File: src/rtl/riscv_pkg.sv
// Shared definitions for the fetch front end: PC sequencer states, flush depth
// and instruction step.
package riscv_pkg;

  typedef enum logic [1:0] {
    RUN   = 2'd0,
    FLUSH = 2'd1,
    HALT  = 2'd2
  } pc_state_t;

  localparam int FLUSH_CYCLES = 2;
  localparam int PC_STEP      = 4;

  function automatic logic is_redirect(input logic branch, input logic branch_taken,
                                       input logic jump);
    return jump | (branch & branch_taken);
  endfunction

endpackage

File: src/rtl/pc_gen_if.sv
// Decode-to-fetch interface of the PC generator: redirect flags in, fetch address out.
// The fault output exists only when PC_MISALIGN_TRAP_EN is defined.
interface pc_gen_if #(parameter int WIDTH = 32);

  logic             stall;
  logic             branch;
  logic             branch_taken;
  logic             jump;
  logic [WIDTH-1:0] offset;
  logic [WIDTH-1:0] pc;
  logic [WIDTH-1:0] pc_plus4;
  logic             flush;
  logic             halted;
`ifdef PC_MISALIGN_TRAP_EN
  logic             fault;
`endif

  modport master (
    output stall, branch, branch_taken, jump, offset,
`ifdef PC_MISALIGN_TRAP_EN
    input  fault,
`endif
    input  pc, pc_plus4, flush, halted
  );

  modport slave (
    input  stall, branch, branch_taken, jump, offset,
`ifdef PC_MISALIGN_TRAP_EN
    output fault,
`endif
    output pc, pc_plus4, flush, halted
  );

endinterface

File: src/rtl/pc_history.sv
// Two-deep enabled delay line tracking the fetch addresses still inside the
// instruction memory pipeline.
module pc_history #(
  parameter int               WIDTH = 32,
  parameter logic [WIDTH-1:0] INIT  = '0
) (
  input  logic             clk,
  input  logic             rst,
  input  logic             en,
  input  logic [WIDTH-1:0] d,
  output logic [WIDTH-1:0] q1,
  output logic [WIDTH-1:0] q2
);

  always_ff @(posedge clk) begin
    if (rst) begin
      q1 <= INIT;
      q2 <= INIT;
    end else if (en) begin
      q1 <= d;
      q2 <= q1;
    end
  end

endmodule

File: src/rtl/pc_gen.sv
// Program-counter generator: +4 sequencing, branch/JAL redirect with 2-cycle squash,
// halt at the program's NO-OP. Define PC_MISALIGN_TRAP_EN to trap misaligned targets.
module pc_gen
  import riscv_pkg::*;
#(
  parameter int               WIDTH    = 32,
  parameter logic [WIDTH-1:0] RESET_PC = '0,
  parameter int               NUM_INST = 19
) (
  input logic     clk,
  input logic     rst,
  pc_gen_if.slave bus
);

  localparam logic [1:0]       S_RUN      = RUN;
  localparam logic [1:0]       S_FLUSH    = FLUSH;
  localparam logic [1:0]       S_HALT     = HALT;
  localparam logic [1:0]       FLUSH_LOAD = 2'(FLUSH_CYCLES);
  localparam logic [WIDTH-1:0] STEP       = WIDTH'(PC_STEP);
  localparam logic [WIDTH-1:0] NOOP_ADDR  = WIDTH'((NUM_INST - 1) * PC_STEP);

  logic [1:0]       state, state_nx;
  logic [1:0]       cnt, cnt_nx;
  logic [WIDTH-1:0] pc, pc_nx, seq_pc, target;
  logic [WIDTH-1:0] pc_q1_unused, pc_q2;
  logic             redirect, misaligned;

  pc_history #(.WIDTH(WIDTH), .INIT(RESET_PC)) u_history (
    .clk (clk),
    .rst (rst),
    .en  (!bus.stall),
    .d   (pc),
    .q1  (pc_q1_unused),
    .q2  (pc_q2)
  );

  assign seq_pc   = pc + STEP;
  assign redirect = is_redirect(bus.branch, bus.branch_taken, bus.jump);

`ifdef PC_MISALIGN_TRAP_EN
  assign target     = pc_q2 + bus.offset;
  assign misaligned = |target[1:0];
`else
  assign target     = (pc_q2 + bus.offset) & ~WIDTH'(3);
  assign misaligned = 1'b0;
`endif

  // Any next address at or past the NO-OP parks the sequencer in HALT.
  always_comb begin
    state_nx = state;
    cnt_nx   = cnt;
    pc_nx    = pc;
    case (state)
      S_RUN: begin
        if (redirect) begin
          if (misaligned) begin
            state_nx = S_HALT;
          end else if (target >= NOOP_ADDR) begin
            pc_nx    = target;
            state_nx = S_HALT;
          end else begin
            pc_nx    = target;
            state_nx = S_FLUSH;
            cnt_nx   = FLUSH_LOAD;
          end
        end else if (seq_pc >= NOOP_ADDR) begin
          pc_nx    = NOOP_ADDR;
          state_nx = S_HALT;
        end else begin
          pc_nx = seq_pc;
        end
      end
      S_FLUSH: begin
        cnt_nx = cnt - 2'd1;
        if (seq_pc >= NOOP_ADDR) begin
          pc_nx    = NOOP_ADDR;
          state_nx = S_HALT;
          cnt_nx   = '0;
        end else begin
          pc_nx = seq_pc;
          if (cnt_nx == 2'd0) state_nx = S_RUN;
        end
      end
      default: begin
        state_nx = S_HALT;
      end
    endcase
  end

  always_ff @(posedge clk) begin
    if (rst) begin
      pc         <= RESET_PC;
      state      <= S_RUN;
      cnt        <= '0;
      bus.flush  <= 1'b0;
      bus.halted <= 1'b0;
`ifdef PC_MISALIGN_TRAP_EN
      bus.fault  <= 1'b0;
`endif
    end else if (!bus.stall) begin
      pc         <= pc_nx;
      state      <= state_nx;
      cnt        <= cnt_nx;
      bus.flush  <= (state_nx == S_FLUSH);
      bus.halted <= (state_nx == S_HALT);
`ifdef PC_MISALIGN_TRAP_EN
      if (state == S_RUN && redirect && misaligned) bus.fault <= 1'b1;
`endif
    end
  end

  assign bus.pc       = pc;
  assign bus.pc_plus4 = seq_pc;

endmodule
File: src/flat_wrapper.sv
// flat-port wrapper written by rule: the top's interface ports become plain ports
module pc_gen_flat import riscv_pkg::*;
#(
  parameter int               WIDTH    = 32,
  parameter logic [WIDTH-1:0] RESET_PC = '0,
  parameter int               NUM_INST = 19
)
  (clk, rst, bus_stall, bus_branch, bus_branch_taken, bus_jump, bus_offset, bus_pc, bus_pc_plus4, bus_flush, bus_halted);
  pc_gen_if #(.WIDTH(WIDTH)) bus_i ();
  input logic clk;
  input logic rst;
  input wire logic [$bits(bus_i.stall)-1:0] bus_stall;
  input wire logic [$bits(bus_i.branch)-1:0] bus_branch;
  input wire logic [$bits(bus_i.branch_taken)-1:0] bus_branch_taken;
  input wire logic [$bits(bus_i.jump)-1:0] bus_jump;
  input wire logic [$bits(bus_i.offset)-1:0] bus_offset;
  output wire logic [$bits(bus_i.pc)-1:0] bus_pc;
  output wire logic [$bits(bus_i.pc_plus4)-1:0] bus_pc_plus4;
  output wire logic [$bits(bus_i.flush)-1:0] bus_flush;
  output wire logic [$bits(bus_i.halted)-1:0] bus_halted;
  assign bus_i.stall = bus_stall;
  assign bus_i.branch = bus_branch;
  assign bus_i.branch_taken = bus_branch_taken;
  assign bus_i.jump = bus_jump;
  assign bus_i.offset = bus_offset;
  assign bus_pc = bus_i.pc;
  assign bus_pc_plus4 = bus_i.pc_plus4;
  assign bus_flush = bus_i.flush;
  assign bus_halted = bus_i.halted;
  pc_gen #(.WIDTH(WIDTH), .RESET_PC(RESET_PC), .NUM_INST(NUM_INST)) u_core (.clk(clk), .rst(rst), .bus(bus_i));
endmodule
File: config.mk
export PLATFORM = sky130hd
export DESIGN_NAME = pc_gen_flat
export DESIGN_NICKNAME = d
export VERILOG_FILES = /design/src/rtl/riscv_pkg.sv /design/src/rtl/pc_gen_if.sv /design/src/rtl/pc_history.sv /design/src/rtl/pc_gen.sv /design/src/flat_wrapper.sv
export SDC_FILE = /design/constraint.sdc
export NUM_CORES = 1
export LEC_CHECK = 0
export CORE_MARGIN = 10
export CORE_UTILIZATION = 45
export DETAILED_ROUTE_END_ITERATION = 7
export GPL_ROUTABILITY_DRIVEN = 0
export PLACE_DENSITY_LB_ADDON = 0.2
export SYNTH_ARGS = -nofsm -noshare
export SYNTH_HDL_FRONTEND = slang
export SYNTH_SLANG_ARGS = --single-unit
File: constraint.sdc
create_clock -name clk -period 6.6 [get_ports clk]
set_input_delay 0.66 -clock clk [delete_from_list [all_inputs] [get_ports clk]]
set_output_delay 0.66 -clock clk [all_outputs]
set_load 0.05 [all_outputs]
==> impl_metrics.ini <==
; yosys + openroad results
[worst_setup_path]
worstPathArrival_ps = 4660
crit_top_cell = or4_4
critPathMaxStageDelay_ps = 550

[cells_and_area]
nets = 969
ff_latch_area_mm2 = 0.002042
nFlopsAndLatches = 102
buffer_area_share_pct = 12.78
drive_above_1_share_pct = 6.319
largestClassByArea = logic gates
num-multi-input-gates = 658
lay_top_cells = nor2_1, dfxtp_1, clkdlybuf4s50_1
design_area_mm2 = 0.008240
reg_top3 = u_core.bus.pc: 32 flops, u_core.u_history.q1: 32 flops, u_core.u_history.q2: 32 flops
clkCellAreaFrac_pct = 3.523
nFillCells = 1472
diodes = 0

[detailed_routing]
wl_met3_um = 1353
dr.pass1.iters = 5
num_vias = 6435
highest_layer = met4

[sta]
final_hold_viol_count = 0
max_freq_mhz = 229.6

[status]
status = finished, final reports clean

[yosys]
numSynthFlops = 102
async_flop_share_pct = 0
yosys_area_mm2 = 0.006944

[power]
pwr-share-seq_pct = 43.1
combPwrFrac_pct = 22.2
power.clock.fraction_pct = 34.8

[die]
core_area_mm2 = 0.01515
rows = 45

[place]
placed_cells = 1075
portBuffers = 103

[global_routing]
antenna_found_initial = 0
grt_pass1_vias = 6099
grt_use_total_pct = 19.98
gr-usage-met2_pct = 32.31
grt_use_met1_pct = 26.37

[clock_tree]
ctsHoldBuffers = 0

[job]
warning_count = 27
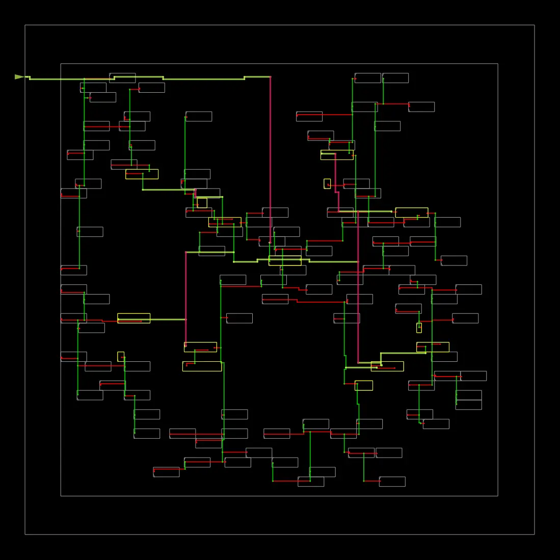
Figure 1: clock wiring as the flow saved it.
CTS Buf Count: 9
Worst Skew: 10.37 ps
Latency at later pin: 360 ps

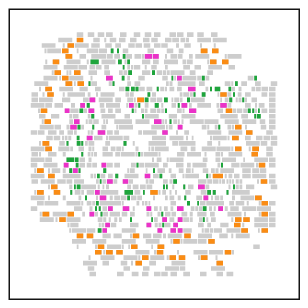
Figure 2: selected gate families.
Drawn at 2 px/um.
color	family	cells
green	NAND gates	100
orange	multiplexers	69
magenta	AND-OR and OR-AND gates	45
Top cell excl fill/tap: nor2_1
combinational share of cell area: 55.15%
fin cells: 1090

Power figures rest on the tool's default switching activity, not on a simulated workload.
